--- src/rtl/uart_pkg.sv ---
// Shared UART definitions: byte type, FIFO control states and link timing constants.
package uart_pkg;

    typedef logic [7:0] byte_t;

    typedef enum logic [1:0] {
        FIFO_EMPTY,
        FIFO_ACTIVE,
        FIFO_FULL
    } fifo_state_t;

    localparam int UART_CLK_FREQ = 50_000_000;
    localparam int UART_BAUD     = 115200;

endpackage : uart_pkg

--- src/rtl/uart_rx_fifo.sv ---
// First-word-fall-through byte FIFO between UART RX strobes and the valid/ready UART TX,
// with sticky overflow flag and saturating drop counter for debug display.
module uart_rx_fifo
    import uart_pkg::*;
#(
    parameter int DEPTH  = 16,
    parameter int ADDR_W = $clog2(DEPTH)
) (
    input  logic              clk,
    input  logic              rst_n,
    input  logic [7:0]        in_data,
    input  logic              in_valid,
    output logic [7:0]        out_data,
    output logic              out_valid,
    input  logic              out_ready,
    output logic [ADDR_W:0]   level,
    output logic              full,
    output logic              overflow,
    output logic [15:0]       drop_count,
    input  logic              clear
);

    localparam logic [ADDR_W:0] LEVEL_FULL = (ADDR_W + 1)'(DEPTH);

    byte_t             mem_q [DEPTH];
    logic [ADDR_W-1:0] wr_ptr_q, wr_ptr_d;
    logic [ADDR_W-1:0] rd_ptr_q, rd_ptr_d;
    logic [ADDR_W:0]   level_q, level_d;
    logic              overflow_q, overflow_d;
    logic [15:0]       drop_cnt_q, drop_cnt_d;
    fifo_state_t       state_q, state_d;

    logic do_push;
    logic do_pop;
    logic do_drop;

    assign out_valid  = (level_q != '0);
    assign out_data   = out_valid ? mem_q[rd_ptr_q] : 8'h00;
    assign level      = level_q;
    assign full       = (state_q == FIFO_FULL);
    assign overflow   = overflow_q;
    assign drop_count = drop_cnt_q;

    // A full FIFO drops the incoming byte even when a pop frees a slot in the same cycle.
    assign do_push = in_valid && !full && !clear;
    assign do_drop = in_valid &&  full && !clear;
    assign do_pop  = out_valid && out_ready && !clear;

    always_comb begin
        // NOTE: every combinational output gets a default first so no latch is inferred.
        wr_ptr_d   = wr_ptr_q;
        rd_ptr_d   = rd_ptr_q;
        level_d    = level_q;
        overflow_d = overflow_q;
        drop_cnt_d = drop_cnt_q;
        state_d    = state_q;

        if (clear) begin
            wr_ptr_d   = '0;
            rd_ptr_d   = '0;
            level_d    = '0;
            overflow_d = 1'b0;
            drop_cnt_d = '0;
        end else begin
            if (do_push) wr_ptr_d = wr_ptr_q + 1'b1;
            if (do_pop)  rd_ptr_d = rd_ptr_q + 1'b1;
            case ({do_push, do_pop})
                2'b10:   level_d = level_q + 1'b1;
                2'b01:   level_d = level_q - 1'b1;
                default: level_d = level_q;
            endcase
            if (do_drop) begin
                overflow_d = 1'b1;
                if (drop_cnt_q != 16'hFFFF) drop_cnt_d = drop_cnt_q + 16'd1;
            end
        end

        case (state_q)
            FIFO_EMPTY:  if (do_push) state_d = FIFO_ACTIVE;
            FIFO_ACTIVE: begin
                if (level_d == LEVEL_FULL)  state_d = FIFO_FULL;
                else if (level_d == '0)     state_d = FIFO_EMPTY;
            end
            FIFO_FULL:   if (do_pop) state_d = FIFO_ACTIVE;
            default:     state_d = FIFO_EMPTY;
        endcase
        if (clear) state_d = FIFO_EMPTY;
    end

    // NOTE: sequential state uses non-blocking assignments so all registers update together.
    always_ff @(posedge clk or negedge rst_n) begin
        if (!rst_n) begin
            wr_ptr_q   <= '0;
            rd_ptr_q   <= '0;
            level_q    <= '0;
            overflow_q <= 1'b0;
            drop_cnt_q <= '0;
            state_q    <= FIFO_EMPTY;
        end else begin
            wr_ptr_q   <= wr_ptr_d;
            rd_ptr_q   <= rd_ptr_d;
            level_q    <= level_d;
            overflow_q <= overflow_d;
            drop_cnt_q <= drop_cnt_d;
            state_q    <= state_d;
        end
    end

    // NOTE: storage is deliberately unreset; out_data is masked while empty so stale words never show.
    always_ff @(posedge clk) begin
        if (do_push) mem_q[wr_ptr_q] <= in_data;
    end

endmodule : uart_rx_fifo

--- config.mk ---
export PLATFORM = sky130hd
export DESIGN_NAME = uart_rx_fifo
export DESIGN_NICKNAME = d
export VERILOG_FILES = /design/src/rtl/uart_pkg.sv /design/src/rtl/uart_rx_fifo.sv
export SDC_FILE = /design/constraint.sdc
export NUM_CORES = 1
export LEC_CHECK = 0
export CAP_MARGIN = 40
export CORE_MARGIN = 3
export CORE_UTILIZATION = 40
export DETAILED_ROUTE_END_ITERATION = 8
export GPL_TIMING_DRIVEN = 0
export PLACE_DENSITY = 0.63
export SLEW_MARGIN = 30
export SYNTH_ARGS = -nofsm -noshare
export SYNTH_HDL_FRONTEND = slang
export SYNTH_SLANG_ARGS = --single-unit
--- constraint.sdc ---
create_clock -name clk -period 6.7 [get_ports clk]
set_input_delay 1.005 -clock clk [delete_from_list [all_inputs] [get_ports clk]]
set_output_delay 1.005 -clock clk [all_outputs]
set_load 0.01 [all_outputs]
==> ci_impl_report.md <==
### Metrics collected by this job

| Metric | Value |
|---|---|
| Status | finished, final reports clean |
| Flip-flops with a built-in enable | 128 |
| Area leader, netlist | edfxtp_1 |
| P_sw | 0.542 mW |
| Top cells by area | edfxtp_1, dfrtp_1, mux4_2, mux4_1, nor2_1 |
| Yosys aoi share | 0.0345 |
| DP HPWL | 9.68 mm |
| Vias in the first global route | 3981 |
| Endpoints failing setup | 0 |
| Fin nets | 501 |
| OpenROAD warning count | 30 |
| Layout Utilization | 0.494 |
| Pwr top | registers |
| Synth top cell by count | edfxtp_1 |
| Global-route wire length before repair | 22.3 mm |
| Max capacitance violation total | 0 |
| Flops | 160 |
| Adder Share, Synth | 0.0163 |
| Async SR Flop Fraction | 0.200 |
| Hold Worst Slack | 0.439 ns |
| Peak VDD IR | between 0.15 and 0.2 mV |
| Non-CTS buffers | 70 |
| Clk pin slew, worst setup/hold paths | 0.06 ns |
| Synth flops | approximately 160 |
| Clock Skews | 0.00756 ns |
| CP max-delay cell | clkbuf_1 |
| Gr usage total | 0.162 |
| Gpl congestion | around 0.8 |
| Final period util | 0.613 |
| CTS tree | yes |
| Grt ovf | 0 |
| Met3 wire length | 752 um |
| Sw Ratio | 0.232 |
| Pin count of the biggest net entering global routing | 25 |
| CLK BUF | 20 |
| FF-to-FF End | state_q[0] |
| Biggest register | mem_q |
| Flop share of the area | 0.561 |
| DR iter-0 viols | 214 |
| Post-route ant nets | 0 |
| Drt wl/cell | between 15 and 20 um |
| IO Port Bufs | 44 |
| Cell family with most CP delay | buffers and inverters |
| Main logic family | multiplexers |
| Setup CP Type | flop to output port |
| Yosys Instances | ~400 |
| Setup crit start | rd_ptr_q[1] |
| Comb power frac | 0.132 |
| Fill count | approximately 1400 |
| CP Launch Type | flop |
| Layout cells sized above 1 | 0.154 |
| # Taps | between 200 and 250 |
| Residual DRC | 0 |
| Top cell area share | 0.555 |
| Synth unique cells | roughly 51 |
| Leak pwr | around 2.8 nW |
| Vias/cell | 5.36 |
| Number of flip-flops in the largest register | 128 |
| Required @ worst endpoint | 5.69 ns |
| CTS Root Cell | clkbuf_16 |
Fig. 1: M3 wires
(3 px per um)
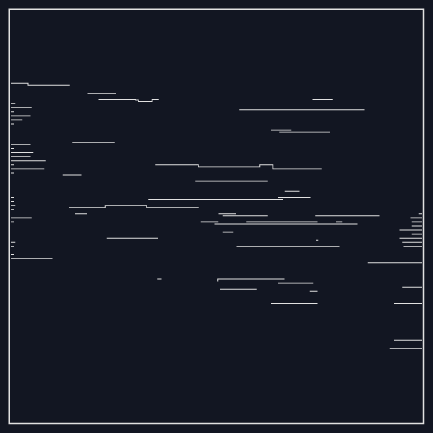
longest straight run: 47.4 um
share of all routed wire: 5.3%
wire length on this layer: 752 um
main direction: horizontal
Routed WL: 14.2 mm
met3 global-route usage: 0.0427
vias post-DR: 3815

Fig. 2: clock distribution
(3 px per um)
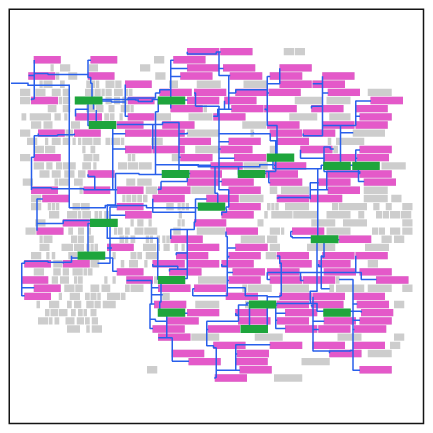
[flip-flops] magenta | count: 160
[clock wires] blue | length: 1780 um
[cells driving clock nets] green | count: 17
routed clock nets: 18

Fig. 3: the clock network
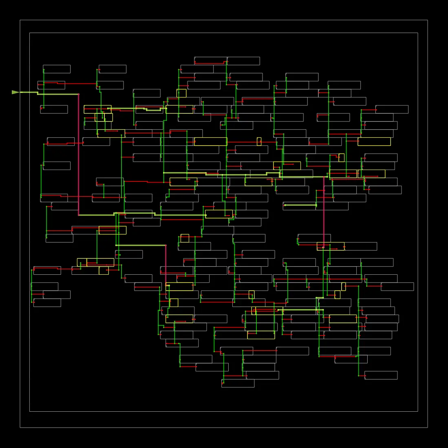
cts bufs inserted: 17
Clock group: 0.932 mW
Latency at later pin: 0.42 ns
Clock Sinks: 160

Power figures rest on the tool's default switching activity, not on a simulated workload.
